[src/rtl/vec_ratio_div_pkg.sv]
`default_nettype none
// ============================================================================
//  Module      : vec_ratio_div_pkg
//  Description : Shared types and constants for the vector-ratio divider that
//                feeds the arctan stage. Holds the fixed-point fraction width,
//                the radians-to-degrees factor, the divider state enum and the
//                x==0 saturation helper.
//  Revision    : 1.0  initial release
// ============================================================================
package vec_ratio_div_pkg;

   // Fraction bits of z; must match the arctan stage input scaling
   localparam int FRAC_Q = 8;

   // Degrees per radian
   localparam real RAD2DEG = 57.29577951308232;

   typedef enum logic [1:0] {
      IDLE = 2'd0,
      DIV  = 2'd1,
      DONE = 2'd2
   } div_state_t;

   // Magnitude reported when x==0 and y!=0: all ones over the quotient width,
   // large enough that arctan lands at about +/-90 degrees.
   function automatic logic [63:0] zsat(input int width, input int frac);
      return (64'd1 << (width + frac)) - 64'd1;
   endfunction

endpackage
`default_nettype wire

[src/rtl/vec_ratio_div_if.sv]
`default_nettype none
// ============================================================================
//  Module      : vec_ratio_div_if
//  Description : Operand and result handshake bundle for vec_ratio_div.
//                master = producer of x/y and consumer of z (upstream/downstream
//                side), slave = the divider itself.
//  Signals     : in_valid/in_ready/x/y      operand channel
//                out_valid/out_ready/z      result channel
//                x_neg/y_neg/x_zero         quadrant flags travelling with z
//  Revision    : 1.0  initial release
// ============================================================================
interface vec_ratio_div_if #(
   parameter int WIDTH = 16,
   parameter int ZW    = 32
);
   logic                    in_valid;
   logic                    in_ready;
   logic signed [WIDTH-1:0] x;
   logic signed [WIDTH-1:0] y;
   logic                    out_valid;
   logic                    out_ready;
   logic signed [ZW-1:0]    z;
   logic                    x_neg;
   logic                    y_neg;
   logic                    x_zero;

   modport master (
      output in_valid, x, y, out_ready,
      input  in_ready, out_valid, z, x_neg, y_neg, x_zero
   );

   modport slave (
      input  in_valid, x, y, out_ready,
      output in_ready, out_valid, z, x_neg, y_neg, x_zero
   );
endinterface
`default_nettype wire

[src/rtl/vec_ratio_div_udiv_step.sv]
`default_nettype none
// ============================================================================
//  Module      : vec_ratio_div_udiv_step
//  Description : One combinational restoring-division step. Shifts the next
//                dividend bit into the partial remainder and subtracts the
//                divisor when it fits.
//  Ports       : rem_i      partial remainder in (always < divisor_i)
//                divisor_i  unsigned divisor
//                bit_i      next dividend bit, MSB first
//                rem_o      partial remainder out
//                q_bit_o    quotient bit produced by this step
//  Revision    : 1.0  initial release
// ============================================================================
module vec_ratio_div_udiv_step #(
   parameter int WIDTH = 16
) (
   input  logic [WIDTH-1:0] rem_i,
   input  logic [WIDTH-1:0] divisor_i,
   input  logic             bit_i,
   output logic [WIDTH-1:0] rem_o,
   output logic             q_bit_o
);
   logic [WIDTH:0]   shifted;
   logic [WIDTH-1:0] diff;

   always_comb begin
      shifted = {rem_i, bit_i};
      q_bit_o = (shifted >= {1'b0, divisor_i});
      // When the divisor fits, the true difference is below the divisor, so
      // modulo-2^WIDTH arithmetic on the low bits gives the exact result.
      diff    = shifted[WIDTH-1:0] - divisor_i;
      rem_o   = q_bit_o ? diff : shifted[WIDTH-1:0];
   end
endmodule
`default_nettype wire

[src/rtl/vec_ratio_div.sv]
`default_nettype none
// ============================================================================
//  Module      : vec_ratio_div
//  Description : Computes z = y/x in signed fixed point (FRAC fraction bits)
//                with a bit-serial restoring divider, one quotient bit per
//                clock, for the downstream arctan stage. Signs are stripped
//                on accept and re-applied to the truncated magnitude, so the
//                result rounds toward zero. x==0 bypasses the divider and
//                returns a saturated z with x_zero set.
//  Ports       : clk     clock, all state on posedge
//                rst     asynchronous active-high reset
//                bus_io  slave side of vec_ratio_div_if (operands, result,
//                        quadrant flags)
//  Revision    : 1.0  initial release
// ============================================================================
module vec_ratio_div
   import vec_ratio_div_pkg::*;
#(
   parameter int WIDTH = 16,
   parameter int FRAC  = FRAC_Q,
   parameter int ZW    = 32
) (
   input  logic                 clk,
   input  logic                 rst,
   vec_ratio_div_if.slave       bus_io
);
   localparam int NB = WIDTH + FRAC;     // quotient bits = DIV cycles
   localparam int CW = $clog2(NB);

   div_state_t state_q, state_d;

   logic [CW-1:0]        cnt_q;
   // Dividend shifts out MSB-first while quotient bits shift in at the LSB;
   // after NB steps the register holds the quotient magnitude.
   logic [NB-1:0]        dvd_q;
   logic [WIDTH-1:0]     rem_q;
   logic [WIDTH-1:0]     dvs_q;
   logic                 xs_q, ys_q;
   logic signed [ZW-1:0] z_q;
   logic                 x_neg_q, y_neg_q, x_zero_q;

   logic [WIDTH-1:0]     x_mag, y_mag;
   logic [WIDTH-1:0]     step_rem;
   logic                 step_q;
   logic [NB-1:0]        quo_next;
   logic [ZW-1:0]        mag_ext;
   logic [ZW-1:0]        sat_mag;

   // Magnitudes as unsigned WIDTH bits so the most negative input is exact
   always_comb begin
      x_mag = bus_io.x[WIDTH-1] ? (WIDTH'(0) - $unsigned(bus_io.x)) : $unsigned(bus_io.x);
      y_mag = bus_io.y[WIDTH-1] ? (WIDTH'(0) - $unsigned(bus_io.y)) : $unsigned(bus_io.y);
   end

   vec_ratio_div_udiv_step #(
      .WIDTH     (WIDTH)
   ) u_step (
      .rem_i     (rem_q),
      .divisor_i (dvs_q),
      .bit_i     (dvd_q[NB-1]),
      .rem_o     (step_rem),
      .q_bit_o   (step_q)
   );

   always_comb begin
      quo_next = {dvd_q[NB-2:0], step_q};
      mag_ext  = ZW'(quo_next);
      sat_mag  = ZW'(zsat(WIDTH, FRAC));
   end

   // ---------------- FSM: state register ----------------
   always_ff @(posedge clk or posedge rst) begin
      if (rst) state_q <= IDLE;
      else     state_q <= state_d;
   end

   // ---------------- FSM: next state ----------------
   always_comb begin
      state_d = state_q;
      case (state_q)
         IDLE:    if (bus_io.in_valid) state_d = (bus_io.x == '0) ? DONE : DIV;
         DIV:     if (cnt_q == '0)     state_d = DONE;
         DONE:    if (bus_io.out_ready) state_d = IDLE;
         default: state_d = IDLE;
      endcase
   end

   // ---------------- FSM: outputs ----------------
   always_comb begin
      bus_io.in_ready  = (state_q == IDLE);
      bus_io.out_valid = (state_q == DONE);
   end

   assign bus_io.z      = z_q;
   assign bus_io.x_neg  = x_neg_q;
   assign bus_io.y_neg  = y_neg_q;
   assign bus_io.x_zero = x_zero_q;

   // ---------------- Datapath ----------------
   always_ff @(posedge clk or posedge rst) begin
      if (rst) begin
         cnt_q    <= '0;
         dvd_q    <= '0;
         rem_q    <= '0;
         dvs_q    <= '0;
         xs_q     <= 1'b0;
         ys_q     <= 1'b0;
         z_q      <= '0;
         x_neg_q  <= 1'b0;
         y_neg_q  <= 1'b0;
         x_zero_q <= 1'b0;
      end else begin
         case (state_q)
            IDLE: begin
               if (bus_io.in_valid) begin
                  dvs_q <= x_mag;
                  dvd_q <= {y_mag, {FRAC{1'b0}}};
                  rem_q <= '0;
                  cnt_q <= CW'(NB - 1);
                  xs_q  <= bus_io.x[WIDTH-1];
                  ys_q  <= bus_io.y[WIDTH-1];
                  // Divide by zero: result is published on this very edge
                  if (bus_io.x == '0) begin
                     x_zero_q <= 1'b1;
                     x_neg_q  <= 1'b0;
                     y_neg_q  <= bus_io.y[WIDTH-1];
                     if (bus_io.y == '0)         z_q <= '0;
                     else if (bus_io.y[WIDTH-1]) z_q <= $signed(ZW'(0) - sat_mag);
                     else                        z_q <= $signed(sat_mag);
                  end
               end
            end
            DIV: begin
               rem_q <= step_rem;
               dvd_q <= quo_next;
               cnt_q <= cnt_q - 1'b1;
               if (cnt_q == '0) begin
                  x_zero_q <= 1'b0;
                  x_neg_q  <= xs_q;
                  y_neg_q  <= ys_q;
                  z_q      <= (xs_q ^ ys_q) ? $signed(ZW'(0) - mag_ext) : $signed(mag_ext);
               end
            end
            default: ;
         endcase
      end
   end
endmodule
`default_nettype wire
[src/flat_wrapper.sv]
// flat-port wrapper written by rule: the top's interface ports become plain ports
module vec_ratio_div_flat import vec_ratio_div_pkg::*;
#(
   parameter int WIDTH = 16,
   parameter int FRAC  = FRAC_Q,
   parameter int ZW    = 32
)
  (clk, rst, bus_io_in_valid, bus_io_x, bus_io_y, bus_io_out_ready, bus_io_in_ready, bus_io_out_valid, bus_io_z, bus_io_x_neg, bus_io_y_neg, bus_io_x_zero);
  vec_ratio_div_if #(.WIDTH(WIDTH), .ZW(ZW)) bus_io_i ();
  input  logic clk;
  input  logic rst;
  input wire logic [$bits(bus_io_i.in_valid)-1:0] bus_io_in_valid;
  input wire logic [$bits(bus_io_i.x)-1:0] bus_io_x;
  input wire logic [$bits(bus_io_i.y)-1:0] bus_io_y;
  input wire logic [$bits(bus_io_i.out_ready)-1:0] bus_io_out_ready;
  output wire logic [$bits(bus_io_i.in_ready)-1:0] bus_io_in_ready;
  output wire logic [$bits(bus_io_i.out_valid)-1:0] bus_io_out_valid;
  output wire logic [$bits(bus_io_i.z)-1:0] bus_io_z;
  output wire logic [$bits(bus_io_i.x_neg)-1:0] bus_io_x_neg;
  output wire logic [$bits(bus_io_i.y_neg)-1:0] bus_io_y_neg;
  output wire logic [$bits(bus_io_i.x_zero)-1:0] bus_io_x_zero;
  assign bus_io_i.in_valid = bus_io_in_valid;
  assign bus_io_i.x = bus_io_x;
  assign bus_io_i.y = bus_io_y;
  assign bus_io_i.out_ready = bus_io_out_ready;
  assign bus_io_in_ready = bus_io_i.in_ready;
  assign bus_io_out_valid = bus_io_i.out_valid;
  assign bus_io_z = bus_io_i.z;
  assign bus_io_x_neg = bus_io_i.x_neg;
  assign bus_io_y_neg = bus_io_i.y_neg;
  assign bus_io_x_zero = bus_io_i.x_zero;
  vec_ratio_div #(.WIDTH(WIDTH), .FRAC(FRAC), .ZW(ZW)) u_core (.clk(clk), .rst(rst), .bus_io(bus_io_i));
endmodule
[config.mk]
export PLATFORM = sky130hd
export DESIGN_NAME = vec_ratio_div_flat
export DESIGN_NICKNAME = d
export VERILOG_FILES = /design/src/rtl/vec_ratio_div_pkg.sv /design/src/rtl/vec_ratio_div_if.sv /design/src/rtl/vec_ratio_div_udiv_step.sv /design/src/rtl/vec_ratio_div.sv /design/src/flat_wrapper.sv
export SDC_FILE = /design/constraint.sdc
export NUM_CORES = 1
export LEC_CHECK = 0
export ABC_AREA = 1
export CAP_MARGIN = 10
export CORE_ASPECT_RATIO = 1.4
export CORE_MARGIN = 2
export CORE_UTILIZATION = 58
export CTS_CLUSTER_DIAMETER = 80
export CTS_CLUSTER_SIZE = 25
export DETAILED_ROUTE_END_ITERATION = 8
export PLACE_DENSITY_LB_ADDON = 0.08
export SYNTH_ARGS = -nofsm -noshare
export SYNTH_HDL_FRONTEND = slang
export SYNTH_HIERARCHICAL = 1
export SYNTH_SLANG_ARGS = --single-unit
[constraint.sdc]
create_clock -name clk -period 3.9 [get_ports clk]
set_input_delay 0.78 -clock clk [delete_from_list [all_inputs] [get_ports clk]]
set_output_delay 0.78 -clock clk [all_outputs]
set_load 0.02 [all_outputs]
==> flow_summary_export.csv <==
group,metric,value,unit
status,status,"completed",
cts,cts.repair.resized,0,
placed_design,gp_congestion,0.952,
global_routing,grt_pass1_wl,30200,um
global_routing,antenna_violations_before_repair,0,
finish,post_route_cells_drive_above_1_share,5.92,%
placed_design,place_worst_setup_slack,724,ps
cts,clkTransAtPathRegs,70,ps
placed_design,port_buffers,72,
setup_path,critical_path_arrival,3590,ps
setup_path,path_depth,20,
detailed_routing,remaining_drc_errors,0,
yosys,edf_count,0,
final_timing,max_slew.worst_pin.slew,812,ps
pwr,leakage_power,3.93,nW
final_timing,finalHoldViolations,0,
finish,synthToLayoutAreaGrowth,16.4,%
yosys,ys_seq_share,35.1,%
job,openroad.warnings,26,
setup_path,timing.critical_path.to_type,"flip-flop",
placed_design,place.detailed.instances,1192,
die,std_cell_rows,46,
setup_path,timing.rr.start,"u_core/dvs_q[10]",
yosys,top_cells_by_area,"dfrtp_1, nand2_1, nor2_1",
yosys,ys_area,6630,um2
finish,n_fill_cell,1023,
finish,layout.area.seq,2330,um2
die,chip_area,12300,um2
placed_design,detailedPlacementHpwl,13500,um
detailed_routing,detail_route.vias_per_cell,5.51,
setup_path,ff2ff_setup_slack,580,ps
final_timing,fin_crit_sh,85.2,%
global_routing,pin_count_of_the_biggest_net_entering_global_routing,94,
yosys,synthesis.nets,1061,
detailed_routing,postRouteAntennaNets,0,
min_path,hp-start,"u_core/dvs_q[4]",
yosys,yosysCellCount,1004,
final_timing,period_minus_slack,3320,ps
cts,h-tree-depth,3,
finish,stdcell_count,1208,
setup_path,worst_r2r_endpoint,"u_core/bus_io.z[20]",
min_path,min_delay_worst_endpoint,"u_core/dvs_q[4]",
final_timing,fin_tns_setup,0,ps
pwr,p_total,7.68,mW
cts,cts_root_buffer,"clkbuf_16",
global_routing,first_global_vias,6389,
finish,fin_nets,1116,
detailed_routing,initialDrtViolationCount,472,
finish,layout_top_cells_excl_fill_tap,"nand2_1, nor2_1, inv_1",
die,ioPinCount,73,
setup_path,critical_path_required,4170,ps
setup_path,crit_path_frequent_cell,"nand2_1",
yosys,synth.lib_cells_used.distinct,40,
die,dieWidth,94.4,um
die,initCoreUtil,59.1,%
min_path,hold_path_class,"flip-flop to flip-flop",
final_timing,final_critical_path_setup_slack,578,ps
setup_path,critical_path.max_stage_delay,380,ps
setup_path,path_max_fanout,20,
## layout make-up
type | count | area share [%]
Inverter | 126 | 6.14
Tap cell | 144 | 2.33
Timing Repair Buffer | 81 | 10.4
Sequential cell | 93 | 30.2
Multi-Input combinational cell | 748 | 46.8
Clock buffer | 9 | 2.92
Clock inverter | 7 | 1.25
## worst max-delay path by stage
stage                     slack [ps]                   to
final                            580  u_core/bus_io.z[20]
after global routing             330  u_core/bus_io.z[30]
after CTS                        700  u_core/bus_io.z[30]
after detailed placement         720  u_core/bus_io.z[30]
after global placement           760  u_core/bus_io.z[30]
after floorplan                  700  u_core/bus_io.x_neg
## layer usage
metal  vias up  global-route usage, %  share of wire (%)
li1       3299                      -                  -
met1      3055                   33.9                 38
met2       225                   58.4                 52
met3        75                   4.36                5.2
met4         0                   17.5                5.7
met5         -                      0                  0
## synth_stat cells (13+ instances only)
library cell,n
nand3_1,77
inv_1,119
dfrtp_1,93
ha_1,20
o21ai_0,62
nand2_2,13
a21oi_1,44
nand2_1,295
buf_2,16
nor2_1,146
xor2_1,13
a22o_1,16
## registers in the layout, summed over array words and instances (netlist names)
name / cells
u_core/rem_q: 16
u_core/dvd_q: 24
u_core/ys_q: 1
u_core/state_q: 2
u_core/dvs_q: 16
u_core/bus_io.x_neg: 1
u_core/xs_q: 1
u_core/bus_io.x_zero: 1
u_core/cnt_q: 5
u_core/bus_io.y_neg: 1
u_core/bus_io.z: 25
## logic make-up after synthesis
family	share of synthesized area (%)
buffers and inverters	10.5
and+or+nand+nor	35.7
DFF	35.1
adders and majority gates	4.08
AOI/OAI and AO/OA	12.6
xor gates and xnor gates	1.98
## tightest hold or removal path, cell delays in order, from the launching register on
cell and delay (ps):
dfrtp_1 340, nand2_1 50, o21ai_0 60
## where the power goes
part | internal (mW) | leakage (nW) | switching, mW
registers | 1.42 | 1.14 | 0.389
logic | 1.79 | 2.63 | 3.13
clock network | 0.566 | 0.161 | 0.389
## stage by stage
stage | area [um2] | util (%) | hold WS, ps
floorplan | 6630 | - | 449
global placement | 7400 | 65.9 | 465
detailed placement | 7400 | 65.9 | 472
CTS | 7720 | 68.8 | 489
global route | 7720 | 68.8 | 512
finish | 7720 | 68.8 | 488
Fig. 1: wiring by layer
(3 px per um)
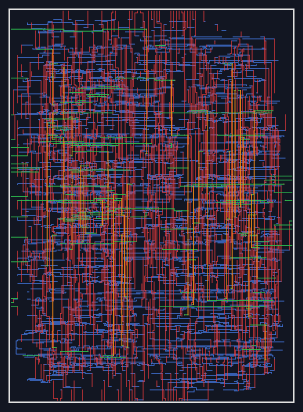
| color | layer | wire length |
|---|---|---|
| blue | metal 1 | 6920 um |
| green | metal 3 | 955 um |
| red | metal 2 | 9510 um |
| orange | metal 4 | 1060 um |
DR vias: 6654
detailed-route wire length per cell: 15.3 um
total detailed-routing wirelength: 18400 um
GRT Resource Usage Total: 31.4%

Fig. 2: clock wiring as the flow saved it
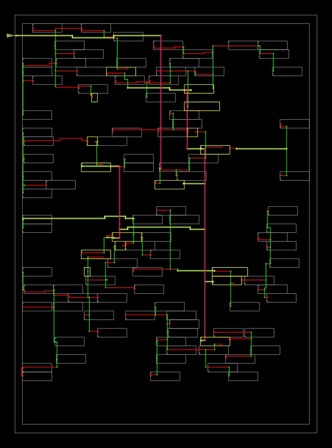
number of clock buffers in the layout: 9
clock sink count: 93
clock latency of the later-clocked register in the worst-skew pair: 350 ps
total clock buffers created by CTS: 9
final sequential cell count: 93

Power figures rest on the tool's default switching activity, not on a simulated workload.
